### src/rtl/reg_write_receiver.sv
// Purpose: receive side of the 8-bit register-write bus; pairs low/high byte writes into 16-bit registers.
// Latency: regs_o/commit_o update SYNC_STAGES edges after strobe_i is first sampled high.
// Backpressure: none; the sender paces writes by strobe high/low times (SYNC_STAGES+1 cycles each).
module reg_write_receiver #(
    parameter int NUM_REGS    = 8,
    parameter int SYNC_STAGES = 2
) (
    input  logic                   clk,
    input  logic                   rst,
    input  logic [7:0]             data_i,
    input  logic [3:0]             addr_i,
    input  logic                   strobe_i,
    input  logic                   err_clr_i,
    output logic [16*NUM_REGS-1:0] regs_o,
    output logic                   commit_o,
    output logic [2:0]             commit_idx_o,
    output logic                   err_o
);

    // Two-state pairing FSM: waiting for a low byte, or holding one.
    localparam logic [0:0] ST_IDLE    = 1'b0;
    localparam logic [0:0] ST_LO_HELD = 1'b1;

    logic [SYNC_STAGES-1:0] sync_q;
    logic                   strobe_prev_q;
    logic                   wr_evt;

    logic [0:0]             state_q;
    logic [7:0]             stage_q;
    logic [2:0]             pend_idx_q;

    logic [15:0]            regs_q [NUM_REGS];
    logic                   commit_q;
    logic [2:0]             commit_idx_q;
    logic                   err_q;

    logic [2:0]             wr_idx;
    logic                   wr_hi;
    logic                   wr_in_range;
    logic                   lo_wr;
    logic                   hi_pair_wr;
    logic                   hi_unpair_wr;
    logic                   range_err;

    // Strobe is asynchronous: shift it through the synchronizer chain.
    always_ff @(posedge clk or posedge rst) begin
        if (rst) begin
            sync_q <= '0;
        end else begin
            sync_q <= {sync_q[SYNC_STAGES-2:0], strobe_i};
        end
    end

    // Remember the previous synchronized value for rising-edge detection.
    always_ff @(posedge clk or posedge rst) begin
        if (rst) begin
            strobe_prev_q <= 1'b0;
        end else begin
            strobe_prev_q <= sync_q[SYNC_STAGES-1];
        end
    end

    // One write event per strobe, however long it stays high.
    assign wr_evt = sync_q[SYNC_STAGES-1] & ~strobe_prev_q;

    // Address and data are held stable by the sender, so sample them raw.
    assign wr_idx      = addr_i[3:1];
    assign wr_hi       = addr_i[0];
    assign wr_in_range = ({1'b0, wr_idx} < 4'(NUM_REGS));

    // Classify the write event against the current pairing state.
    always_comb begin
        lo_wr        = 1'b0;
        hi_pair_wr   = 1'b0;
        hi_unpair_wr = 1'b0;
        range_err    = 1'b0;
        if (wr_evt) begin
            if (!wr_in_range) begin
                range_err = 1'b1;
            end else if (!wr_hi) begin
                lo_wr = 1'b1;
            end else if ((state_q == ST_LO_HELD) && (pend_idx_q == wr_idx)) begin
                hi_pair_wr = 1'b1;
            end else begin
                hi_unpair_wr = 1'b1;
            end
        end
    end

    // Pairing state: a low write arms it, any in-range high write disarms it.
    always_ff @(posedge clk or posedge rst) begin
        if (rst) begin
            state_q <= ST_IDLE;
        end else if (lo_wr) begin
            state_q <= ST_LO_HELD;
        end else if (hi_pair_wr || hi_unpair_wr) begin
            state_q <= ST_IDLE;
        end
    end

    // Staged low byte and its index; a repeated low write simply replaces them.
    always_ff @(posedge clk or posedge rst) begin
        if (rst) begin
            stage_q    <= '0;
            pend_idx_q <= '0;
        end else if (lo_wr) begin
            stage_q    <= data_i;
            pend_idx_q <= wr_idx;
        end
    end

    // Register bank: full 16-bit commit when paired, upper byte only when not.
    always_ff @(posedge clk or posedge rst) begin
        if (rst) begin
            for (int k = 0; k < NUM_REGS; k++) begin
                regs_q[k] <= '0;
            end
        end else begin
            for (int k = 0; k < NUM_REGS; k++) begin
                if (wr_idx == 3'(k)) begin
                    if (hi_pair_wr) begin
                        regs_q[k] <= {data_i, stage_q};
                    end else if (hi_unpair_wr) begin
                        regs_q[k][15:8] <= data_i;
                    end
                end
            end
        end
    end

    // Commit pulse lasts one cycle; the index holds until the next commit.
    always_ff @(posedge clk or posedge rst) begin
        if (rst) begin
            commit_q     <= 1'b0;
            commit_idx_q <= '0;
        end else begin
            commit_q <= hi_pair_wr | hi_unpair_wr;
            if (hi_pair_wr || hi_unpair_wr) begin
                commit_idx_q <= wr_idx;
            end
        end
    end

    // Sticky error; a new error in the clear cycle keeps the flag set.
    always_ff @(posedge clk or posedge rst) begin
        if (rst) begin
            err_q <= 1'b0;
        end else if (hi_unpair_wr || range_err) begin
            err_q <= 1'b1;
        end else if (err_clr_i) begin
            err_q <= 1'b0;
        end
    end

    // Flatten the bank; register k sits at bits [16k+15:16k].
    for (genvar g = 0; g < NUM_REGS; g++) begin : g_flat
        assign regs_o[16*g +: 16] = regs_q[g];
    end

    assign commit_o     = commit_q;
    assign commit_idx_o = commit_idx_q;
    assign err_o        = err_q;

endmodule

### config.mk
export PLATFORM = sky130hd
export DESIGN_NAME = reg_write_receiver
export DESIGN_NICKNAME = d
export VERILOG_FILES = /design/src/rtl/reg_write_receiver.sv
export SDC_FILE = /design/constraint.sdc
export NUM_CORES = 1
export LEC_CHECK = 0
export CAP_MARGIN = 15
export CORE_UTILIZATION = 44
export DETAILED_ROUTE_END_ITERATION = 12
export PLACE_DENSITY = 0.82
export SETUP_SLACK_MARGIN = 0.05
export SLEW_MARGIN = 20
export SYNTH_ARGS = -nofsm -noshare
export SYNTH_HDL_FRONTEND = slang
export SYNTH_SLANG_ARGS = --single-unit
### constraint.sdc
create_clock -name clk -period 5.1 [get_ports clk]
set_clock_uncertainty 0.15 [all_clocks]
set_input_delay 1.275 -clock clk [delete_from_list [all_inputs] [get_ports clk]]
set_output_delay 1.275 -clock clk [all_outputs]
set_load 0.02 [all_outputs]
Fig. 1: routed clock nets over the placement
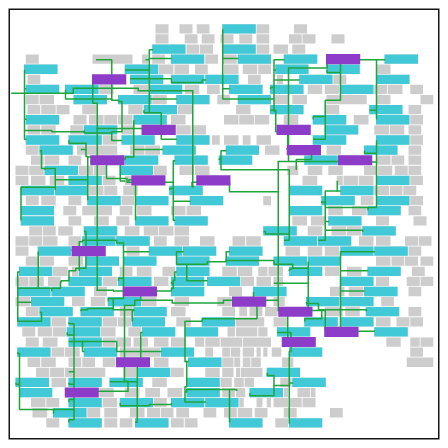
[green] clock wires | length: 1630 um
[cyan] flip-flops | count: 148
[purple] clock drivers | count: 17
routed clock nets: 18
flops lie: spread over the die

Fig. 2: placed standard cells
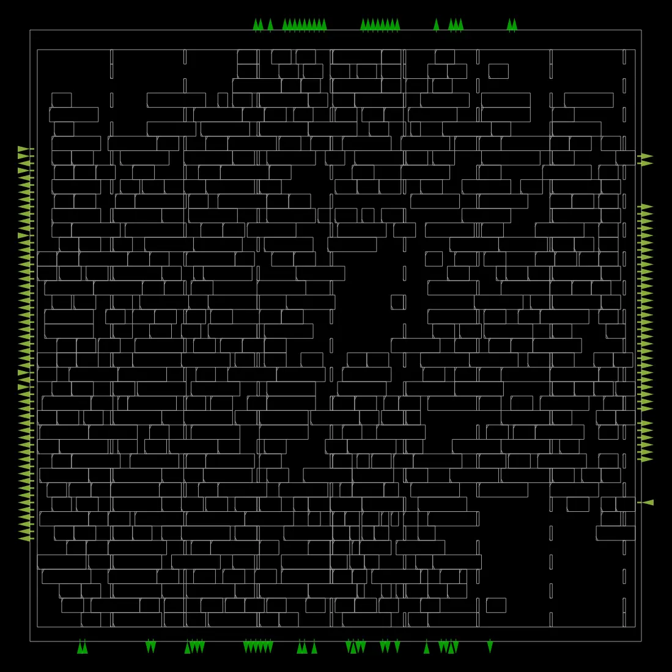
Tapcell Cnt: 168
# fillers: 884

==> job_summary.md <==
### Yosys + OpenROAD results

| Metric | Value |
|---|---|
| Leakage power | between 3 and 4 nW |
| Period utilization | between 60 and 70% |
| Core area | ~12000 um2 |
| Number of global-route vias before repair | about 3800 |
| Met1 wire length | roughly 5700 um |
| Met2 Usage GRT | a little over a third |
| Critical Path Sink | regs_o[81]$_DFFE_PP0P_ |
| Drt first pass iters | 4 |
| Setup slack after layout | 1.55 ns |
| Flop share of the area | a little under half |
| Hold path endpoint | sync_q[1]$_DFF_PP0_ |
| Critical Path Start | addr_i[3] |
| Syn Area/Cell | around 17 um2 |
| H-tree Lvls | 4 |
| Post-Syn Area | about 5600 um2 |
| MI comb area | approximately 1900 um2 |
| Post-Route Setup TNS | 0 ns |
| Clock power frac | roughly 39% |
| Buffering overhead | between 10% and 20% |
| Global-route wire length before repair | about 21000 um |
| CP cell instances | clkdlybuf4s50_1 > nand3b_1 > nor3_2 > buf_4 > nor2b_1 > mux2_2 |
| Worst r2r path cells | 4 |
| Antenna viol nets, final | 0 |
| Clock buf/inv share | 8.11% |
| R2R setup slack | around 2.6 ns |
| CTS resizes | 0 |
| Worst-path maximum fanout | 9 |
| Total number of sequential cells | about 150 |
| Post-synth seq share | around two thirds |
| Area leader share | between 60 and 70% |
| Met1 GRT Util | ~27% |
| Inst Count DP | between 600 and 700 |
| Reg area | approximately 3700 um2 |
| Dpl hpwl | roughly 9000 um |
| Outcome | complete, no violations |
| Metal3 WL | roughly 1200 um |
| Tot GR Track Use | roughly 22% |
| Share of cells above drive strength 1 | 35.5% |
| Power per Cell Area | approximately 430 nW/um2 |
| Post-synthesis cell count | between 300 and 400 |
| Slowest cell on crit path | clkdlybuf4s50_1 |
| Die H | 115 um |
| Buffers on Ports | about 150 |
| Worst R2R End | regs_o[33]$_DFFE_PP0P_ |
| Deepest clock path buffer count | 2 |
| Sequential share of power | a little over two fifths |
| Initial DRC count | between 100 and 150 |
| DRC violation count after routing | 0 |
| Worst relative slew slack | a little over a third |
| Top routing layer in use | met4 |
| VDD IR-drop max | approximately 280 uV |
| Setup repair after global routing missed its margin | no |
| Met2 WL post-DR | approximately 6400 um |
| Worst Path Arrival | between 3 and 4 ns |
| Min Tclk post-route | around 3.5 ns |
| Via/cell ratio | approximately 5.1 |
| Initial antenna violation count | 0 |
| Hold WS | approximately 0.20 ns |
| Nets | just over 500 |
| Internal power | roughly 2.5 mW |
| Synth async-reset ratio | 100% |
| Comb area share | 23.5% |
| Worst Hold Launch | sync_q[0]$_DFF_PP0_ |
| Worst-Margin Slew | 0.950 ns |
| Stages on worst setup path | 6 |
| Clock transition at path regs | roughly 0.060 ns |
| Top FF cell, synth | dfrtp_1 |
| Worst EP required | 5.25 ns |
| Die area | approximately 13000 um2 |
| Clock buf count | 18 |
| GR met3 Demand/Resource | 9.75% |
| N_diodes | 0 |
| Leading area contributor after synthesis | dfrtp_1 |
| Setup Buffers After CTS | 0 |
| FP Util | a little under half |
| Switching Fraction | 26.4% |
| Root Buffer | clkbuf_16 |
| Cell Rows | approximately 40 |
| Number of synthesized register bits | 148 |
| CTS tree | built |
| Overflow after GRT | 0 |
| Startpoint types | input pin |
| Crit path largest cell delay | 0.74 ns |
| Most numerous logic cells after layout | dfrtp_1, clkdlybuf4s50_1, mux2_2, clkbuf_16, mux2_1 |
[cell families after synthesis]
group,synth area share [%]
buffers and inverters,1.09
DFF,65.6
AOI/OAI and AO/OA,0.377
xor gates and xnor gates,0.466
and+or+nand+nor,4.28
muxes,28.1
[power groups by stage]
stage | combinational (mW) | clock [mW] | sequential [mW]
after floorplan | 0.165 | 0 | 1.57
after global placement | 0.634 | 0 | 1.45
after detailed placement | 0.643 | 0 | 1.45
after CTS | 0.651 | 1.37 | 1.44
after global routing | 0.681 | 1.42 | 1.45
final | 0.644 | 1.35 | 1.44
[registers in the layout, indices dropped and copies added, names as in the netlist]
name           cells
state_q            1
commit_idx_o       3
err_o              1
sync_q             2
regs_o           128
commit_o           1
stage_q            8
strobe_prev_q      1
pend_idx_q         3
Power is estimated from default activity; no workload was simulated.
